--- config.mk ---
export PLATFORM = sky130hd
export DESIGN_NAME = rr_switch_arbiter
export DESIGN_NICKNAME = d
export VERILOG_FILES = /design/src/rtl/noc_arb_pkg.sv /design/src/rtl/rr_priority_picker.sv /design/src/rtl/rr_switch_arbiter.sv
export SDC_FILE = /design/constraint.sdc
export NUM_CORES = 1
export LEC_CHECK = 0
export CELL_PAD_IN_SITES_DETAIL_PLACEMENT = 1
export CELL_PAD_IN_SITES_GLOBAL_PLACEMENT = 2
export CORE_MARGIN = 5
export CORE_UTILIZATION = 27
export DETAILED_ROUTE_END_ITERATION = 6
export GPL_ROUTABILITY_DRIVEN = 0
export PLACE_DENSITY_LB_ADDON = 0.05
export SETUP_SLACK_MARGIN = 0.02
export SYNTH_ARGS = -nofsm -noshare
export SYNTH_HDL_FRONTEND = slang
export SYNTH_SLANG_ARGS = --single-unit
--- constraint.sdc ---
create_clock -name clk -period 4.2 [get_ports clk]
set_input_delay 0.42 -clock clk [delete_from_list [all_inputs] [get_ports clk]]
set_output_delay 0.42 -clock clk [all_outputs]
set_load 0.005 [all_outputs]
--- src/rtl/noc_arb_pkg.sv ---
// rtl/noc_arb_pkg.sv - shared arbiter state encoding and flit-type codes
// Contents: arb_state_e (IDLE=1'b0, LOCKED=1'b1) and flit_type_e (HEAD, BODY, TAIL).
// The flit-type codes are shared with the input channel route logic.
package noc_arb_pkg;

    typedef enum logic {
        IDLE   = 1'b0,
        LOCKED = 1'b1
    } arb_state_e;

    typedef enum logic [1:0] {
        FLIT_HEAD = 2'd0,
        FLIT_BODY = 2'd1,
        FLIT_TAIL = 2'd2
    } flit_type_e;

endpackage

--- src/rtl/rr_priority_picker.sv ---
// rtl/rr_priority_picker.sv - combinational rotate-and-pick request search
// Ports: req (NUM_IN request vector), ptr (search start index),
//        found (any request set), idx (first set request at or after ptr, wrapping).
module rr_priority_picker #(
    parameter int NUM_IN = 5,
    parameter int PTR_W  = 3
) (
    input  logic [NUM_IN-1:0] req,
    input  logic [PTR_W-1:0]  ptr,
    output logic              found,
    output logic [PTR_W-1:0]  idx
);

    // Walk offsets from farthest to nearest so the closest request to ptr wins.
    always_comb begin
        int k;
        k     = 0;
        found = 1'b0;
        idx   = '0;
        for (int o = NUM_IN - 1; o >= 0; o--) begin
            k = int'(ptr) + o;
            if (k >= NUM_IN) begin
                k = k - NUM_IN;
            end
            if (req[k]) begin
                found = 1'b1;
                idx   = PTR_W'(k);
            end
        end
    end

endmodule

--- src/rtl/rr_switch_arbiter.sv ---
// rtl/rr_switch_arbiter.sv - round-robin wormhole arbiter for one output port
// Ports: clk, rst_n (async active-low); req, in_data, in_tail from input FIFOs;
//        out_full from downstream; read (FIFO pops), out_data, out_write to output;
//        grant (registered lock owner), busy (locked), timeout_err (RR_ARB_TIMEOUT_EN only).
// Optional feature macro: RR_ARB_TIMEOUT_EN (stall timeout with forced lock release).
module rr_switch_arbiter
    import noc_arb_pkg::*;
#(
    parameter int NUM_IN         = 5,
    parameter int DATA_WIDTH     = 8,
    parameter int PTR_W          = 3,
    parameter int TIMEOUT_CYCLES = 16
) (
    input  logic                         clk,
    input  logic                         rst_n,
    input  logic [NUM_IN-1:0]            req,
    input  logic [NUM_IN*DATA_WIDTH-1:0] in_data,
    input  logic [NUM_IN-1:0]            in_tail,
    input  logic                         out_full,
    output logic [NUM_IN-1:0]            read,
    output logic [DATA_WIDTH-1:0]        out_data,
    output logic                         out_write,
    output logic [NUM_IN-1:0]            grant,
    output logic                         busy
`ifdef RR_ARB_TIMEOUT_EN
    ,
    output logic                         timeout_err
`endif
);

    arb_state_e       state;
    logic [PTR_W-1:0] ptr;
    logic [PTR_W-1:0] gidx;
    logic [PTR_W-1:0] gidx_inc;
    logic [PTR_W-1:0] pick_idx;
    logic             pick_found;
    logic             xfer;
    logic             tail_xfer;

    rr_priority_picker #(
        .NUM_IN (NUM_IN),
        .PTR_W  (PTR_W)
    ) u_picker (
        .req   (req),
        .ptr   (ptr),
        .found (pick_found),
        .idx   (pick_idx)
    );

    // Transfer path is gated by registered state, so reset kills it at once.
    assign xfer      = (state == LOCKED) && req[gidx] && !out_full;
    assign tail_xfer = xfer && in_tail[gidx];
    assign gidx_inc  = (gidx == PTR_W'(NUM_IN - 1)) ? '0 : gidx + 1'b1;
    assign out_write = xfer;

    always_comb begin
        read     = '0;
        out_data = '0;
        if (xfer) begin
            read     = NUM_IN'(1) << gidx;
            out_data = in_data[int'(gidx)*DATA_WIDTH +: DATA_WIDTH];
        end
    end

`ifdef RR_ARB_TIMEOUT_EN
    localparam int CNT_W = $clog2(TIMEOUT_CYCLES) + 1;
    logic [CNT_W-1:0] stall_cnt;
`endif

    always_ff @(posedge clk or negedge rst_n) begin
        if (!rst_n) begin
            state <= IDLE;
            ptr   <= '0;
            gidx  <= '0;
            grant <= '0;
            busy  <= 1'b0;
`ifdef RR_ARB_TIMEOUT_EN
            stall_cnt   <= '0;
            timeout_err <= 1'b0;
`endif
        end else begin
            case (state)
                IDLE: begin
                    if (pick_found) begin
                        state <= LOCKED;
                        gidx  <= pick_idx;
                        grant <= NUM_IN'(1) << pick_idx;
                        busy  <= 1'b1;
`ifdef RR_ARB_TIMEOUT_EN
                        stall_cnt <= '0;
`endif
                    end
                end
                LOCKED: begin
                    if (tail_xfer) begin
                        state <= IDLE;
                        grant <= '0;
                        busy  <= 1'b0;
                        ptr   <= gidx_inc;
                    end
`ifdef RR_ARB_TIMEOUT_EN
                    else if (xfer) begin
                        stall_cnt <= '0;
                    end else if (stall_cnt == CNT_W'(TIMEOUT_CYCLES - 1)) begin
                        // This stall cycle is the TIMEOUT_CYCLES-th: drop the lock.
                        state       <= IDLE;
                        grant       <= '0;
                        busy        <= 1'b0;
                        ptr         <= gidx_inc;
                        timeout_err <= 1'b1;
                    end else begin
                        stall_cnt <= stall_cnt + 1'b1;
                    end
`endif
                end
                default: state <= IDLE;
            endcase
        end
    end

endmodule

==> CHANGELOG.md, run 1 <==
## Implementation

- Run status: complete, no violations
- Syn Area/Cell: 8.48 um^2
- Layout overhead on the synthesized area: 37.2%
- Capture point of the worst reg-to-reg path: grant[0]
- Combinational gates: ~230
- Count of inverters other than clock inverters in the layout: 13
- Core utilization of the finished layout: 0.376
- Post-route setup TNS: 0 ns
- Area leader share: 0.137
- Ranking of synthesized cells by area: dfrtp_1 (14%), mux4_2 (11%), ha_1 (8.5%)
- Synth Area in Compound Gates: 0.295
- Number of sequential cells: 13
- Launch point of the worst reg-to-reg path: ptr[0]
- Largest delay contributor family on the critical path: AND-OR/OR-AND gates
- Post-CTS Hold Buffers: 0
- Die boundary width: between 100 and 150 um
- Detailed Route Iter0 Violations: approximately 88
- RSZ-0062 raised after global routing: no
- Tool Warnings: 38
- Warning count from the yosys run: 0
- Predominant post-synthesis flop cell: dfrtp_1
- Cell taking the most area after synthesis: dfrtp_1
- Buffer type at the clock tree root: clkbuf_8
- Met1 Routed Length: approximately 4400 um
- Final antenna-violating net count: 0
- Share of the core filled by cells before placement: 0.274
- Routed WL: ~9700 um
- Total setup violations reported at the end of the flow: 0
- Int Power: approximately 0.0013 W
- Commonest cells in the netlist: nor2_1 (22), a21oi_1 (19), ha_1 (16)
- Hold_sp: state
- Critical path class: reg -> reg
- Period utilization: 0.926
- Timing startpoint of the critical path: ptr[0]
- DR DRC count: 0
- Share of cells above drive strength 1: 0.133
- Chip Height: ~100 um
- Total number of vias: 2499
- Count of non-filler cells in the finished layout: 455
- Initial antenna violation count: 0
- Met3 track demand over resource: 0.0124
- Number of diodes added for antenna fixing: 0
- Vias in the first global route: ~2800
- End of the critical path: grant[0]
- Level count of the clock H-tree: 1
- List of cells traversed by the critical path: inv_1 > ha_1 > inv_1 > fa_1 > a21oi_4 > xnor2_1 > mux2i_1 > o221ai_2 > a2111oi_0 > a211oi_2 > and2_1 > a32o_1
- Row count: 34
- Power share of the clock group: 0.041
- Most instantiated logic cells after routing: clkdlybuf4s50_1 (72), nor2_1 (22), a21oi_1 (19), ha_1 (16), nand2_1 (15)
- Design Area, Final: ~3200 um^2
- Sequential power: 0.000273 W
- Seq pwr share: 0.098
- Master of the slowest instance on the critical path: a2111oi_0
- Buffering stage count on the worst path with inverters included: 2
- FA/HA/MAJ Cells, Area Fraction: 0.0930
- CTS Buffer Depth: 2
- Critical path data required time: around 4.3 ns
- Top Registers: grant: 5 flops, gidx: 3 flops, ptr: 3 flops
- Combined area of all synthesized cells: 2370 um^2
- Type of the most critical hold path: reg -> reg
- Depth of the worst register-to-register path: 12
- Leading power group: combinational cells
- WL/cell: roughly 21 um
- Most flop-heavy register: grant
- Top logic cell by instance count in the layout: clkdlybuf4s50_1
- Post-synthesis chip area from yosys: roughly 2400 um^2
- Final Total Pwr: around 0.0028 W
- Highest attainable clock frequency: ~0.26 GHz
- Final nets: ~420
- Pre-Repair DR Iteration Count: 4
- HPWL Detailed: 7860 um
- Post-synth tally of flip-flops with integrated enable: 0
- Mapped Cells: around 280
- Dpl ws: 0.378 ns
- Combinational-cell power consumption: 0.00239 W
- Hold Crit Depth: 1
- Power consumed by the clock network: about 0.00011 W
- Relative slew slack: 0.223
- Max-capacitance violation count: 0
- Number of instances in the placed design: ~450
- Quantity of I/O buffers inserted on ports: between 70 and 80
- Leakage power of the design: ~1.3 nW
- Top-Level Pins: roughly 73
- Largest cell class: multi-input combinational cells
- Hold EP: state
- Met1 layer usage reported by global route: 0.226
- Final hold slack: 0.478 ns
- Sequential cell area: between 300 and 400 um^2
- Dpl cell area: 3200 um^2
- Logic depth of the worst path, buffers included: 12
- DR vias/cell: around 5.5
- TritonCTS clock tree: done
- Met2 layer usage reported by global route: 0.319
- Combinational Area: 1880 um^2
- Worst IR Drop VDD: between 200 and 250 uV
- Critical Path Max Stage Delay: between 0.7 and 0.8 ns
- DIE AREA: between 10000 and 15000 um^2
- Hold Vio Cnt, Final: 0
- Worst-skew pair later-pin latency: approximately 0.24 ns
- Flop2flop setup slack: ~0.31 ns
- Non-clk bufs: between 80 and 90
- Number of fillers in the final layout: 1002
- CTS-repair resized insts: 0
- Main logic family: AND-OR/OR-AND gates
- Top fanout value on the critical path: 7
- Xor and xnor fraction of the mapped netlist area: 0.0148
- Number of clock buffers inserted by TritonCTS: 3
- Nets at Floorplan: ~350
- Highest Signal Layer: met4
- Arrival time at the worst endpoint: ~4.0 ns
- Maximum number of pins on one net before global-route repair: 33
- Count of state elements after synthesis: 13
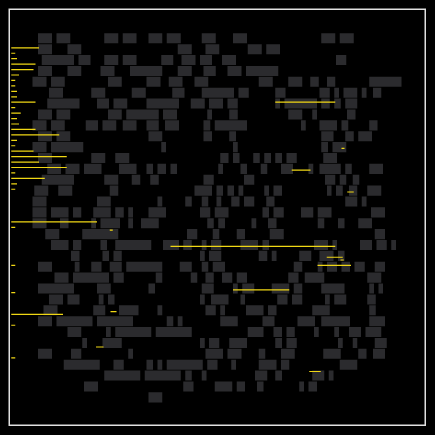
Fig. 1. The metal 3 layer (run 1).
(4 px per um)
wire length on this layer	235 um
share of all routed wire	2.4%
longest straight run	40.9 um
nets with wire on the layer	42
main direction	horizontal

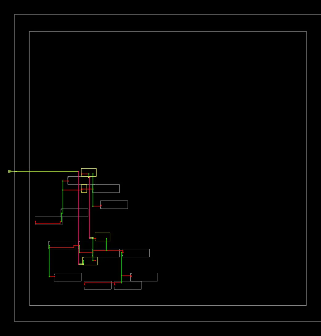
Fig. 2. The clock network (run 1).
clock sink count: 13
clock tree skew after final layout: 0.00412 ns
clock buffer instance count of the final layout: 3

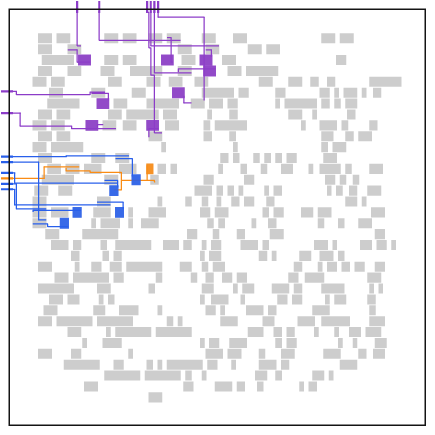
Fig. 3. Nets reached from selected ports (run 1).
(4 px per um)
port	color	bits	direction	edge	end cells	wire
read	blue	5	output	left	5	168 um
out_data	purple	8	output	6 top, 2 left	8	255 um
out_write	orange	1	output	left	1	53.2 um

==> run 2: changes to the inputs <==
--- a/config.mk
+++ b/config.mk
@@ -8,10 +8,10 @@
 export CELL_PAD_IN_SITES_DETAIL_PLACEMENT = 1
 export CELL_PAD_IN_SITES_GLOBAL_PLACEMENT = 2
 export CORE_MARGIN = 5
-export CORE_UTILIZATION = 27
+export CORE_UTILIZATION = 30
 export DETAILED_ROUTE_END_ITERATION = 6
 export GPL_ROUTABILITY_DRIVEN = 0
-export PLACE_DENSITY_LB_ADDON = 0.05
+export PLACE_DENSITY = 0.91
 export SETUP_SLACK_MARGIN = 0.02
 export SYNTH_ARGS = -nofsm -noshare
 export SYNTH_HDL_FRONTEND = slang
==> constraint.sdc (replaced) <==
create_clock -name clk -period 4.5 [get_ports clk]
set_input_delay 0.45 -clock clk [delete_from_list [all_inputs] [get_ports clk]]
set_output_delay 0.45 -clock clk [all_outputs]
set_load 0.005 [all_outputs]
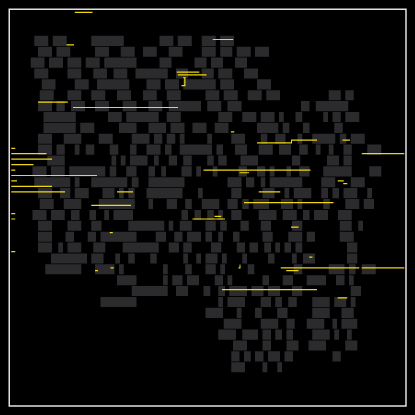
Fig. 4. The metal 3 layer (run 2).
(4 px per um)
main direction	horizontal
wire length on this layer	300 um
longest straight run	26.5 um
nets with wire on the layer	33

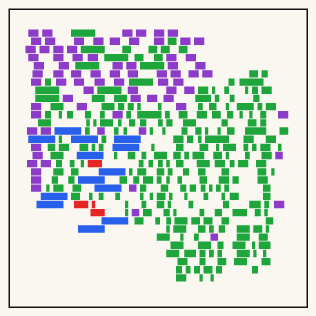
Fig. 5. Placed cells, one color a class (run 2).
(3 px per um)
class	color	cells	share of their area
remaining buffers and delay cells	purple	78	25%
registers	blue	13	11%
clock drivers and dummy loads	red	4	1.5%
remaining logic cells	green	246	63%

==> run 2 against run 1 <==
  * Flip-flop count stayed put
  * Highest routed layer unchanged
  * Cell count is 2.6% lower
  * Largest power group unchanged
  * Routed wire length is 6.1% lower
  * Critical path depth shrank 6
  * Via count is 1.2% higher
  * Synthesized area did not move
  * Worst setup slack improved by 0.32 ns
  * First-iteration DRC count shrank 14%
  * Count of clock-buffer cells in the layout increased by 1
  * Register-to-register slack improved by 0.34 ns
  * Die area shrank 9.1%
  * Non-clock buffer count down 6
==> CHANGELOG.md, run 2 <==
## Implementation

- Share of cells above drive strength 1: 0.114 (-0.0182)
- Routed WL: 9080 um (-6.1%)
- Core utilization of the finished layout: 0.415 (+0.0394)
- Met1 Routed Length: 3880 um (-11%)
- RSZ-0062 raised after global routing: no
- Highest attainable clock frequency: about 0.26 GHz
- Dpl cell area: 3150 um^2 (-1.6%)
- Run status: complete, no violations
- Top Registers: grant: 5 flops, gidx: 3 flops, ptr: 3 flops
- Met2 layer usage reported by global route: 0.322 (+0.00310)
- Level count of the clock H-tree: 1 (unchanged)
- Worst IR Drop VDD: 325 uV (+37%)
- Arrival time at the worst endpoint: 3.42 ns (-0.60 ns)
- Cell taking the most area after synthesis: dfrtp_1
- Hold_sp: state
- Sequential power: 0.000217 W (-21%)
- Leakage power of the design: 1.24 nW (-2.5%)
- Nets at Floorplan: 349 (unchanged)
- Number of sequential cells: 13 (unchanged)
- Post-CTS Hold Buffers: 0 (unchanged)
- Largest delay contributor family on the critical path: buffers and inverters
- DR vias/cell: 5.71 (+3.9%)
- Number of instances in the placed design: 439 (-2.7%)
- Highest Signal Layer: met4
- Commonest cells in the netlist: nor2_1 (22), a21oi_1 (19), ha_1 (16)
- Critical Path Max Stage Delay: 0.89 ns (+0.16 ns)
- Most instantiated logic cells after routing: clkdlybuf4s50_1 (72), nor2_1 (22), a21oi_1 (19), ha_1 (16), nand2_1 (15)
- Total number of vias: 2528 (+1.2%)
- Clock sink count: 13 (unchanged)
- Main logic family: AND-OR/OR-AND gates
- Critical path class: in -> out
- Relative slew slack: 0.217 (-0.00570)
- Master of the slowest instance on the critical path: nor4_2
- WL/cell: 20.5 um (-3.6%)
- Vias in the first global route: 2673 (-4.3%)
- Max-capacitance violation count: 0 (unchanged)
- Capture point of the worst reg-to-reg path: grant[2]
- Die boundary width: 98.8 um (-4.6%)
- Count of inverters other than clock inverters in the layout: 13 (unchanged)
- Combinational-cell power consumption: 0.00219 W (-8.4%)
- CTS Buffer Depth: 2 (unchanged)
- Sequential cell area: 325 um^2 (unchanged)
- Pre-Repair DR Iteration Count: 4 (unchanged)
- Total setup violations reported at the end of the flow: 0 (unchanged)
- DR DRC count: 0 (unchanged)
- Buffer type at the clock tree root: clkbuf_8
- Design Area, Final: 3190 um^2 (-1.7%)
- Met3 track demand over resource: 0.0219 (+0.00950)
- Clock tree skew after final layout: 0.000743 ns (-0.00337 ns)
- End of the critical path: out_data[3]
- Critical path data required time: 4.05 ns (-0.28 ns)
- Seq pwr share: 0.086 (-0.012)
- Post-synthesis chip area from yosys: 2370 um^2 (unchanged)
- TritonCTS clock tree: done
- Power consumed by the clock network: 0.000101 W (-10%)
- Final hold slack: 0.472 ns (-0.00551 ns)
- Synth Area in Compound Gates: 0.295 (unchanged)
- Quantity of I/O buffers inserted on ports: 72 (unchanged)
- Combinational gates: 233 (unchanged)
- Clock buffer instance count of the final layout: 4 (+1)
- Detailed Route Iter0 Violations: 76 (-14%)
- Chip Height: 98.8 um (-4.6%)
- Dpl ws: 0.703 ns (+0.325 ns)
- Post-route setup TNS: 0 ns (unchanged)
- FA/HA/MAJ Cells, Area Fraction: 0.0930 (unchanged)
- Power share of the clock group: 0.040 (about the same)
- List of cells traversed by the critical path: clkdlybuf4s50_1 > mux4_2 > a21oi_1 > nor4_2 > a22o_1 > clkdlybuf4s50_1
- Hold Vio Cnt, Final: 0 (unchanged)
- Flop2flop setup slack: 0.65 ns (+0.34 ns)
- Depth of the worst register-to-register path: 12 (unchanged)
- Xor and xnor fraction of the mapped netlist area: 0.0148 (unchanged)
- Top-Level Pins: 73 (unchanged)
- Largest cell class: multi-input combinational cells
- Warning count from the yosys run: 0 (unchanged)
- Row count: 32 (-5.9%)
- Maximum number of pins on one net before global-route repair: 33 (unchanged)
- Final nets: 412 (-1.4%)
- Final Total Pwr: 0.00251 W (-9.7%)
- CTS-repair resized insts: 0 (unchanged)
- Top logic cell by instance count in the layout: clkdlybuf4s50_1
- Share of the core filled by cells before placement: 0.308 (+0.0338)
- Combined area of all synthesized cells: 2370 um^2 (unchanged)
- Most flop-heavy register: grant
- Period utilization: 0.859
- Int Power: 0.00117 W (-7.6%)
- Count of state elements after synthesis: 13 (unchanged)
- Hold Crit Depth: 1 (unchanged)
- Ranking of synthesized cells by area: dfrtp_1 (14%), mux4_2 (11%), ha_1 (8.5%)
- Logic depth of the worst path, buffers included: 6 (-6)
- Type of the most critical hold path: reg -> reg
- Top fanout value on the critical path: 12 (+5)
- Met1 layer usage reported by global route: 0.227 (+0.000616)
- Buffering stage count on the worst path with inverters included: 2 (unchanged)
Fig. 6: run 2, the clock network
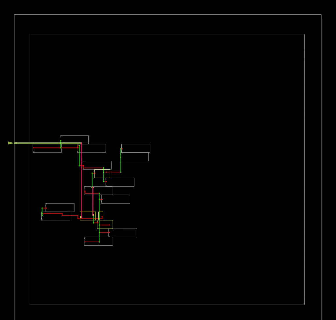

==> run 3: changes to the inputs <==
--- a/config.mk
+++ b/config.mk
@@ -12,6 +12,7 @@
 export DETAILED_ROUTE_END_ITERATION = 6
 export GPL_ROUTABILITY_DRIVEN = 0
 export PLACE_DENSITY = 0.91
+export REMOVE_ABC_BUFFERS = 1
 export SETUP_SLACK_MARGIN = 0.02
 export SYNTH_ARGS = -nofsm -noshare
 export SYNTH_HDL_FRONTEND = slang
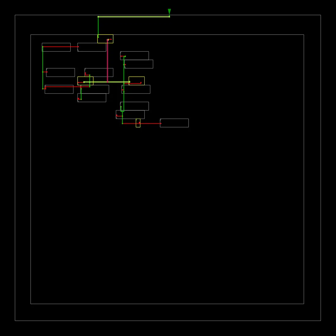
Fig. 7. The clock network (run 3).
worst-skew pair later-pin latency: 0.24 ns
number of clock buffers inserted by TritonCTS: 3
power consumed by the clock network: 0.000102 W
number of sequential cells: 13

==> run 3 against run 2 <==
  * Count of clock-buffer cells in the layout unchanged
  * Via count down 1.4%
  * Synthesized area unchanged
  * Utilization up 0.29 points
  * Fmax up 5.0%
  * Worst hold slack better by 0.0042 ns
  * Synthesized cell count unchanged
  * Sequential share of layout area down 0.071 points
  * Register-to-register slack better by 0.16 ns
==> CHANGELOG.md, run 3 <==
## Implementation

- Clock sink count: 13 (unchanged)
- FA/HA/MAJ Cells, Area Fraction: 0.0930 (unchanged)
- Share of cells above drive strength 1: 0.122 (+0.00772)
- Synth Area in Compound Gates: 0.295 (unchanged)
- Final hold slack: 0.476 ns (+0.00417 ns)
- Combinational-cell power consumption: 0.00216 W (about the same)
- RSZ-0062 raised after global routing: no
- Initial antenna violation count: 0
- Predominant post-synthesis flop cell: dfrtp_1
- Data-path buffer share of cell area in the final layout: 0.245
- Top logic cell by instance count in the layout: clkdlybuf4s50_1
- Met3 routed wirelength: between 400 and 500 um
- End of the critical path: grant[1]
- Distinct cell type count of the synthesized netlist: 65
- Total power density per cell area: about 770 nW/um^2
- Capture point of the worst reg-to-reg path: grant[1]
- Pre-Repair DR Iteration Count: 4 (unchanged)
- Layout overhead on the synthesized area: 35.8%
- Level count of the clock H-tree: 1 (unchanged)
- Switch Pwr: around 0.0013 W
- Synth Area in Simple Gates: 0.224
- Met1 Routed Length: 3720 um (-4.2%)
- Dpl ws: 0.831 ns (+0.127 ns)
- Async SR Flop Fraction: 1.00
- Highest Signal Layer: met4
- Number of diodes added for antenna fixing: 0
- Largest cell class: multi-input combinational cells
- Quantity of I/O buffers inserted on ports: 72 (unchanged)
- Sequential cell area: 325 um^2 (unchanged)
- Mapped Cells: roughly 280
- Number of setup buffers added after CTS: 0
- Row count: 32 (unchanged)
- Design Area, Final: 3220 um^2 (+0.71%)
- CTS Buffer Depth: 2 (unchanged)
- Hold Vio Cnt, Final: 0 (unchanged)
- Depth of the worst register-to-register path: 10 (-2)
- Non-clk bufs: ~80
- Routed WL: 8430 um (-7.2%)
- WL/cell: 18.9 um (-7.8%)
- Period utilization: 0.819 (-0.0406)
- Final nets: 415 (+0.73%)
- Share of the core filled by cells before placement: 0.308 (unchanged)
- Vias in the first global route: 2576 (-3.6%)
- Part of the total power dissipated in combinational logic: 0.870
- Count of state elements after synthesis: 13 (unchanged)
- Critical path class: reg -> reg
- HPWL Detailed: between 6000 and 7000 um
- Master of the slowest instance on the critical path: ha_1
- Max-capacitance violation count: 0 (unchanged)
- Met1 layer usage reported by global route: 0.224 (-0.00222)
- Number of instances in the placed design: 442 (+0.68%)
- List of cells traversed by the critical path: buf_4 > ha_1 > nor2b_1 > nor4_2 > o21ai_1 > a211oi_1 > or3_1 > o41a_1 > and2b_1 > a22o_1
- Hold EP: state
- Type of the most critical hold path: reg -> reg
- Met2 layer usage reported by global route: 0.289 (-0.0336)
- Dpl cell area: 3170 um^2 (+0.72%)
- Die boundary width: 98.8 um (unchanged)
- Most popular library cell in the synthesized design by count: nor2_1
- Pin slew with the least headroom to its limit: roughly 0.83 ns
- Top fanout value on the critical path: 32 (+20)
- Fraction of power spent switching nets: 0.527
- Run status: complete, no violations
- Critical path data required time: 4.63 ns (+0.58 ns)
- Power share of the clock group: 0.041 (about the same)
- Chip Height: 98.8 um (unchanged)
- Relative slew slack: 0.446 (+0.229)
- Combinational gates: 233 (unchanged)
- Buffering stage count on the worst path with inverters included: 1 (-1)
- DR DRC count: 0 (unchanged)
- Combined area of all synthesized cells: 2370 um^2 (unchanged)
- Warning count from the yosys run: 0 (unchanged)
- Top-Level Pins: 73 (unchanged)
- Cell taking the most area after synthesis: dfrtp_1
- Final antenna-violating net count: 0
- Tot GR Track Use: 0.167
- Logic depth of the worst path, buffers included: 10 (+4)
- DIE AREA: just under 10000 um^2
- Largest delay contributor family on the critical path: AND-OR/OR-AND gates
- Logic share of the area: 0.585
- Total setup violations reported at the end of the flow: 0 (unchanged)
- Flop share of the area: 0.101
- DR vias/cell: 5.59 (-2.0%)
- CTS-repair resized insts: 0 (unchanged)
- Seq pwr share: 0.089 (+0.003)
- Wire length of the first global-routing pass: between 10000 and 15000 um
- Most flop-heavy register: grant
- Leading power group: combinational cells
- Post-CTS Hold Buffers: 0 (unchanged)
- Total number of vias: 2493 (-1.4%)
- Detailed Route Iter0 Violations: 103 (+36%)
- Post-route setup TNS: 0 ns (unchanged)
- Clock distribution area overhead in the final layout: 0.0140
- Hold Crit Depth: 1 (unchanged)
- Most instantiated logic cells after routing: clkdlybuf4s50_1 (72), nor2_1 (22), a21oi_1 (19), ha_1 (16), nand2_1 (15)
- Maximum number of pins on one net before global-route repair: 33 (unchanged)
- Clock transition at path regs: 0.05 ns
- Ranking of synthesized cells by area: dfrtp_1 (14%), mux4_2 (11%), ha_1 (8.5%)
- Post-synthesis chip area from yosys: 2370 um^2 (unchanged)
- Final Total Pwr: 0.00248 W (-1.1%)
- Flop2flop setup slack: 0.81 ns (+0.16 ns)
- Critical Path Max Stage Delay: 0.53 ns (-0.36 ns)
- Most utilized layer in the global route result: met2
- Leakage power of the design: 1.25 nW (+1.2%)
- Int Power: 0.00118 W (+0.46%)
- Arrival time at the worst endpoint: 3.81 ns (+0.39 ns)
- Hold_sp: state
- Clock buffer instance count of the final layout: 4 (unchanged)
- Syn Area/Cell: between 8 and 9 um^2
- Clock tree skew after final layout: 0.000733 ns (-0.00000927 ns)
- Met3 track demand over resource: 0.0290 (+0.00708)
- Count of inverters other than clock inverters in the layout: 13 (unchanged)
- Final count of pins violating max slew: 0
- Launch point of the worst reg-to-reg path: ptr[0]
- Critical Path End Type: register
- Xor and xnor fraction of the mapped netlist area: 0.0148 (unchanged)
- Worst IR Drop VDD: 460 uV (+42%)
- Seq share, synth: 0.137
- Commonest cells in the netlist: nor2_1 (22), a21oi_1 (19), ha_1 (16)
- Core box area: about 7700 um^2
- Main logic family: AND-OR/OR-AND gates
- TritonCTS clock tree: done
- Number of fillers in the final layout: 942
- Top Registers: grant: 5 flops, gidx: 3 flops, ptr: 3 flops
- Core utilization of the finished layout: 0.418 (+0.00293)
- Highest attainable clock frequency: 0.271 GHz (+5.0%)
- Buffer type at the clock tree root: clkbuf_8
- Sequential power: 0.000220 W (about the same)
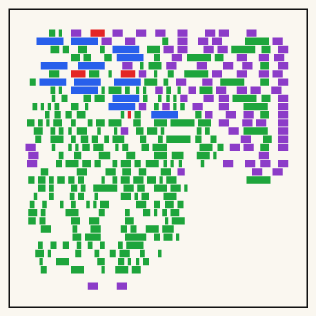
Fig. 8. Placed cells, one color a class (run 3).
(3 px per um)
class	color	cells	share of their area
registers	blue	13	11%
remaining buffers and delay cells	purple	81	26%
remaining logic cells	green	246	62%
clock drivers and dummy loads	red	4	1.5%

Power is estimated from default activity; no workload was simulated.
